File: src/rtl/mem_port_scheduler_pkg.sv
// Shared types and helpers for the data-memory port scheduler.
// The age helper is also used by the load/store buffers for their own ordering checks.
package mem_port_scheduler_pkg;

    localparam int DEF_ROB_AW = 5;
    localparam int DEF_ADDR_W = 16;
    localparam int DEF_DATA_W = 16;

    typedef enum logic [1:0] {
        IDLE  = 2'd0,
        REQ   = 2'd1,
        WAIT  = 2'd2,
        DRAIN = 2'd3
    } mps_state_t;

    // True when a is older than b, measuring both ages modulo 2**aw from head.
    function automatic logic rob_older(
        input logic [31:0] a,
        input logic [31:0] b,
        input logic [31:0] head,
        input int unsigned aw
    );
        logic [31:0] mask;
        mask = (aw >= 32) ? '1 : ((32'd1 << aw) - 32'd1);
        return ((a - head) & mask) < ((b - head) & mask);
    endfunction

endpackage

File: src/rtl/mem_port_scheduler_rob_age_cmp.sv
// Pure combinational ROB age compare: a_older is set when a precedes b in program order.
module rob_age_cmp
    import mem_port_scheduler_pkg::*;
#(
    parameter int unsigned ROB_AW = DEF_ROB_AW
) (
    input  logic [ROB_AW-1:0] a,
    input  logic [ROB_AW-1:0] b,
    input  logic [ROB_AW-1:0] head,
    output logic              a_older
);

    assign a_older = rob_older(32'(a), 32'(b), 32'(head), ROB_AW);

endmodule

File: src/rtl/mem_port_scheduler.sv
// Arbitrates the single data-memory port between the committed head store and the oldest ready load,
// keeping at most one transaction outstanding and returning load data to writeback tagged by ROB index.
module mem_port_scheduler
    import mem_port_scheduler_pkg::*;
#(
    parameter int ROB_AW = DEF_ROB_AW,
    parameter int ADDR_W = DEF_ADDR_W,
    parameter int DATA_W = DEF_DATA_W
) (
    input  logic              clk,
    input  logic              rst,
    input  logic              flush,
    input  logic [ROB_AW-1:0] rob_head,
    input  logic              sb_valid,
    input  logic [ROB_AW-1:0] sb_rob_addr,
    input  logic [ADDR_W-1:0] sb_addr,
    input  logic [DATA_W-1:0] sb_data,
    output logic              sb_pop,
    input  logic              lb_valid,
    input  logic [ROB_AW-1:0] lb_rob_addr,
    input  logic [ADDR_W-1:0] lb_addr,
    output logic              lb_pop,
    output logic              mem_req,
    output logic              mem_we,
    output logic [ADDR_W-1:0] mem_addr,
    output logic [DATA_W-1:0] mem_wdata,
    input  logic              mem_gnt,
    input  logic              mem_rvalid,
    input  logic [DATA_W-1:0] mem_rdata,
    output logic              wb_valid,
    output logic [ROB_AW-1:0] wb_rob_addr,
    output logic [DATA_W-1:0] wb_data
);

    typedef struct packed {
        logic              we;
        logic [ADDR_W-1:0] addr;
        logic [DATA_W-1:0] wdata;
        logic [ROB_AW-1:0] rob_addr;
    } mem_op_t;

    mps_state_t state_q, state_d;
    mem_op_t    op_q, op_d;
    logic       st_ok;
    logic       ld_ok;
    logic       ld_older;

    rob_age_cmp #(.ROB_AW(ROB_AW)) u_age_cmp (
        .a       (lb_rob_addr),
        .b       (sb_rob_addr),
        .head    (rob_head),
        .a_older (ld_older)
    );

    always_comb begin
        // NOTE: every signal written here gets a default first so no path leaves it unassigned (no latches).
        state_d  = state_q;
        op_d     = op_q;
        sb_pop   = 1'b0;
        lb_pop   = 1'b0;
        wb_valid = 1'b0;

        st_ok = sb_valid && (sb_rob_addr == rob_head);
        ld_ok = lb_valid && (!sb_valid || ld_older);

        case (state_q)
            IDLE: begin
                // The committed store is the ROB head, so it always wins over a load.
                if (st_ok) begin
                    op_d    = '{we: 1'b1, addr: sb_addr, wdata: sb_data, rob_addr: sb_rob_addr};
                    sb_pop  = 1'b1;
                    state_d = REQ;
                end else if (ld_ok && !flush) begin
                    op_d    = '{we: 1'b0, addr: lb_addr, wdata: '0, rob_addr: lb_rob_addr};
                    lb_pop  = 1'b1;
                    state_d = REQ;
                end
            end
            REQ: begin
                if (op_q.we) begin
                    if (mem_gnt) state_d = IDLE;
                end else if (flush) begin
                    state_d = mem_gnt ? DRAIN : IDLE;
                end else if (mem_gnt) begin
                    state_d = WAIT;
                end
            end
            WAIT: begin
                if (flush) begin
                    state_d = mem_rvalid ? IDLE : DRAIN;
                end else if (mem_rvalid) begin
                    wb_valid = 1'b1;
                    state_d  = IDLE;
                end
            end
            DRAIN: begin
                if (mem_rvalid) state_d = IDLE;
            end
            default: state_d = IDLE;
        endcase

        // Pulses stay quiet during the reset cycle even though reset only acts at the edge.
        if (rst) begin
            sb_pop   = 1'b0;
            lb_pop   = 1'b0;
            wb_valid = 1'b0;
        end
    end

    always_ff @(posedge clk) begin
        // NOTE: sequential state uses non-blocking assignments so all flops update from pre-edge values.
        if (rst) state_q <= IDLE;
        else     state_q <= state_d;
    end

    always_ff @(posedge clk) begin
        if (rst) op_q <= '0;
        else     op_q <= op_d;
    end

    assign mem_req     = (state_q == REQ);
    assign mem_we      = op_q.we;
    assign mem_addr    = op_q.addr;
    assign mem_wdata   = op_q.wdata;
    assign wb_rob_addr = wb_valid ? op_q.rob_addr : '0;
    assign wb_data     = wb_valid ? mem_rdata : '0;

endmodule

File: config.mk
export PLATFORM = sky130hd
export DESIGN_NAME = mem_port_scheduler
export DESIGN_NICKNAME = d
export VERILOG_FILES = /design/src/rtl/mem_port_scheduler_pkg.sv /design/src/rtl/mem_port_scheduler_rob_age_cmp.sv /design/src/rtl/mem_port_scheduler.sv
export SDC_FILE = /design/constraint.sdc
export NUM_CORES = 1
export LEC_CHECK = 0
export CORE_ASPECT_RATIO = 0.6
export CORE_UTILIZATION = 41
export DETAILED_ROUTE_END_ITERATION = 12
export PLACE_DENSITY = 0.93
export SYNTH_ARGS = -nofsm -noshare
export SYNTH_HDL_FRONTEND = slang
export SYNTH_SLANG_ARGS = --single-unit
File: constraint.sdc
create_clock -name clk -period 8.4 [get_ports clk]
set_clock_uncertainty 0.15 [all_clocks]
set_input_delay 1.68 -clock clk [delete_from_list [all_inputs] [get_ports clk]]
set_output_delay 1.68 -clock clk [all_outputs]
set_load 0.02 [all_outputs]
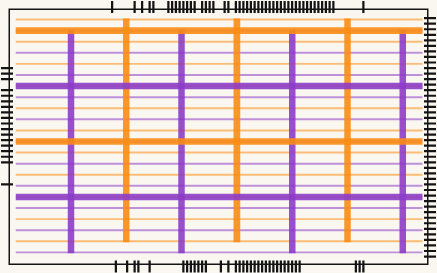
**Above:** PDN straps and rails.
Pins as bars on the die edge.
- VSS: purple
- VDD: orange
- rows: 21
- signal pins: 144
die outline width: 102 um
area of the core: 5700 um2
Die Height: 62.2 um
VDD IR max: 0.0830 mV

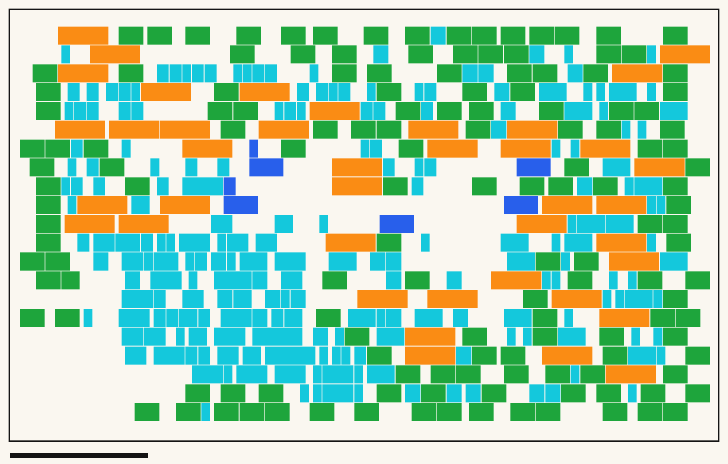
**Above:** cell classes on the final placement.
The bar under the picture is 20 um long.
- remaining buffers and delay cells: green (cells 144)
- registers: orange (cells 40)
- clock drivers and dummy loads: blue (cells 7)
- remaining logic cells: cyan (cells 209)

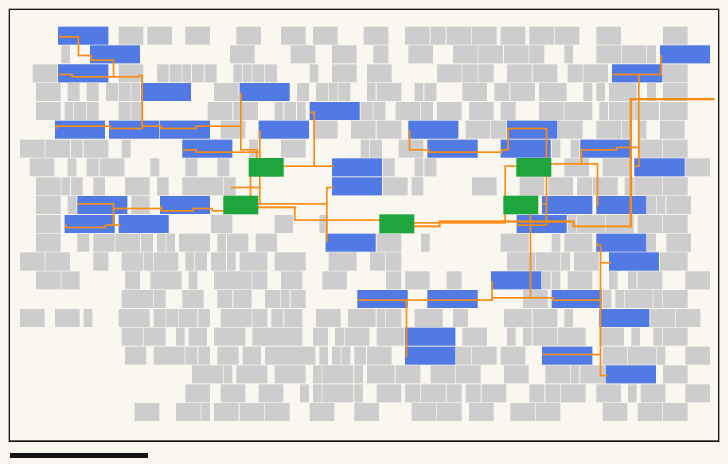
**Above:** clock wires, drivers and flops.
The bar under the picture is 20 um long.
- clock-net drivers: green (count 5)
- clock wires: orange (length 487 um)
- flip-flops: blue (count 40)
- routed clock nets: 6
Clk Latency, worst-skew pair: 0.27 ns
clock network power consumption: 117 uW
part of the total power dissipated in the clock network: 0.233

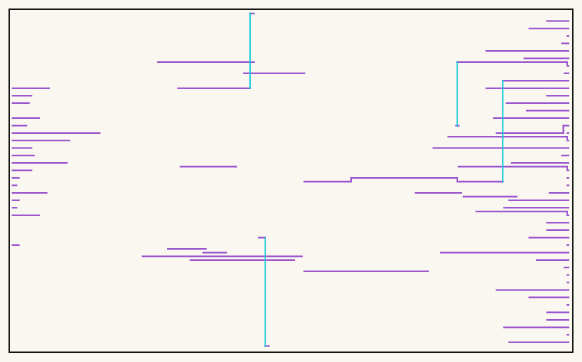
**Above:** metal layers overlaid.
Two of the layers only.
- M4: cyan (wire length 63.2 um)
- M3: purple (wire length 629 um)
total wire length: 7.30 mm
global-route total usage across every layer: 0.232
WL per Instance: 15.2 um
count of vias placed by the detailed router: 2415

==> out/qor_table.md <==
| Parameter | Reported | Unit |
| --- | --- | --- |
| Result of the run | finished, final reports clean | - |
| Area growth from synthesis to final layout | 52.1 | % |
| Fraction of registers with async set or reset after synthesis | 0 | - |
| Post-synthesis cell type with the largest combined area | sky130_fd_sc_hd__dfxtp_1 | - |
| Remaining global-route overflow | 0 | - |
| Part of the Yosys area used for sequential elements | 0.324 | - |
| First-iteration detailed-routing DRC count | 96 | - |
| Count of warning messages emitted by the tools | 26 | - |
| Largest power group | registers | - |
| Final critical delay including setup and external delays | 6.91 | ns |
| Delay of the slowest critical-path stage | 0.60 | ns |
| Post-synthesis sequential element count | 40 | - |
| Most instantiated cells after synthesis | sky130_fd_sc_hd__nor2_1, sky130_fd_sc_hd__dfxtp_1, sky130_fd_sc_hd__buf_4 | - |
| Unrepaired setup endpoints after global routing | false | - |
| CTS Hold Buffers Added | 0 | - |
| Type of destination of the critical path | output port | - |
| Top Family by Delay on Critical Path | buffers and inverters | - |
| Via density per instance | 5.03 | - |
| Global placer's final weighted congestion | 0.885 | - |
| Cell row count | 21 | - |
| Most used cells in the layout excluding fill and tap cells | sky130_fd_sc_hd__clkdlybuf4s50_1, sky130_fd_sc_hd__nor2_1, sky130_fd_sc_hd__dfxtp_1, sky130_fd_sc_hd__a21oi_1, sky130_fd_sc_hd__and2_1 | - |
| Min-Delay Startpoint | mem_wdata[14]$_SDFFE_PP0P_ | - |
| Combinational Power Share | 0.337 | - |
| Switching power | 148 | uW |
| Worst min-delay path class | reg2reg | - |
| Relative slew slack | 0.309 | - |
| Final slew viol count | 0 | - |
| Critical path fanouts, max | 21 | - |
| Share of post-route cells with drive strength above 1 | 0.0350 | - |
| Quantity of gates resized following cts | 0 | - |
| Slew at the pin with the worst max-slew slack | 1.03 | ns |
| Final routed DRC violation total | 0 | - |
| Residual antenna-violating net count after detailed routing | 0 | - |
| Fin crit share | 0.822 | - |
| Dominant cell area share | 0.324 | - |
| Count of H-tree levels built during CTS | 2 | - |
| Final core utilization | 0.660 | - |
| Number of max-cap violations | 0 | - |
| Required time worst endpoint | 6.57 | ns |
| Post-synthesis instance total | 297 | - |
| Post-CTS Setup Bufs | 0 | - |
| Count of library flops with an enable pin | 0 | - |
| Dominant synthesized flop cell | sky130_fd_sc_hd__dfxtp_1 | - |
| Die ar. | 6360 | um2 |
| Tally of buffers added on design ports | 143 | - |
| Clock tree from TritonCTS | built | - |
| Crit-path cells | clkdlybuf4s50_1 > ha_1 > inv_1 > fa_1 > a21o_1 > a21oi_1 > xnor2_1 > ha_1 > nand3_1 > and4b_1 > o21ai_0 > or2_4 > nor2_1 > clkdlybuf4s50_1 | - |
| Number of clock buffers inserted by TritonCTS | 5 | - |
| Syn avg cell area | 8.33 | um2 |
| Sequential fraction of design power | 0.430 | - |
| Highest-count logic cell in the final layout | sky130_fd_sc_hd__clkdlybuf4s50_1 | - |
| Number of global-route vias before repair | 2403 | - |
| Combinational cell power | 169 | uW |
| Post-detail-place hpwl | 5.62 | mm |
| Net count entering floorplan | 397 | - |
| Top area cell types | sky130_fd_sc_hd__dfxtp_1, sky130_fd_sc_hd__buf_4, sky130_fd_sc_hd__o221a_1, sky130_fd_sc_hd__nor2_1, sky130_fd_sc_hd__ha_1 | - |
| Count of antenna diodes in the layout | 0 | - |
| Post-synthesis cell type count | 35 | - |
| Max Root-Sink Buffers | 2 | - |
| Sequential cell power | 216 | uW |
| Number of optimization iterations in the first detailed-route pass | 4 | - |
| Chip area line of the yosys report | 2470 | um2 |
| Reg-to-reg slack, setup | 5.29 | ns |
| Clock slew seen by the registers of the worst setup and hold paths | 0.07 | ns |
| Category of the most critical setup path | in2out | - |
| Initial antenna violation count | 0 | - |
| Int Power | 354 | uW |
| Final hold vios | 0 | - |
| Beginning of the worst register-to-register path | state_q[1]$_SDFFE_PP0P_ | - |
| Total power per unit cell area | 133 | nW/um2 |
-- final timing paths --
kind / end / depth (start not counted)
min reg2reg: mem_wdata[14]$_SDFFE_PP0P_ / 2
max reg2reg: op_q[4]$_SDFFE_PP0P_ / 4
min: mem_wdata[14]$_SDFFE_PP0P_ / 2
max: lb_pop / 14
-- area by class of cell --
class                           instances  area (um2)
Fill cell                             491        1940
Clock buffer                            6        72.6
Multi-Input combinational cell        200        1310
Clock inverter                          1        5.00
Inverter                                9        33.8
Sequential cell                        40         801
Tap cell                               80         100
Timing Repair Buffer                  144        1440
-- metrics by stage --
| stage | cell area, um2 | setup slack (ns) | hold slack [ns] | power, uW | std cells |
|---|---|---|---|---|---|
| 2_1_floorplan | 2470 | 2.51 | 0.298 | 322 | 297 |
| 3_3_place_gp | 3690 | 1.57 | 0.302 | 384 | 473 |
| 3_5_place_dp | 3690 | 1.49 | 0.311 | 389 | 473 |
| 4_1_cts | 3760 | 1.49 | 0.321 | 507 | 480 |
| 5_1_grt | 3760 | 1.23 | 0.342 | 534 | 480 |
| 6_report | 3760 | 1.49 | 0.319 | 502 | 480 |
-- cells by family (layout without fill, tap and decap cells) --
logic type | count (synthesis) | count (layout) | synth area share
flip-flops | 40 | 40 | 0.324
buffers and inverters | 57 | 160 | 0.146
XOR/XNOR | 9 | 9 | 0.0319
AND-OR/OR-AND | 55 | 55 | 0.174
AND/OR/NAND/NOR | 121 | 121 | 0.243
adder cells (fa/ha/maj) | 14 | 14 | 0.0768
multiplexers | 1 | 1 | 0.00455
-- per-layer routing --
layer  global-route usage  share of wire  vias up  wire (um)
met1                0.291           0.42     1129       3080
met2                0.402           0.48       91       3530
li1                     -              -     1187          -
met4               0.0411         0.0086        0         63
met5                    0              0        -          0
met3               0.0619          0.086        8        629
Power is estimated from default activity; no workload was simulated.
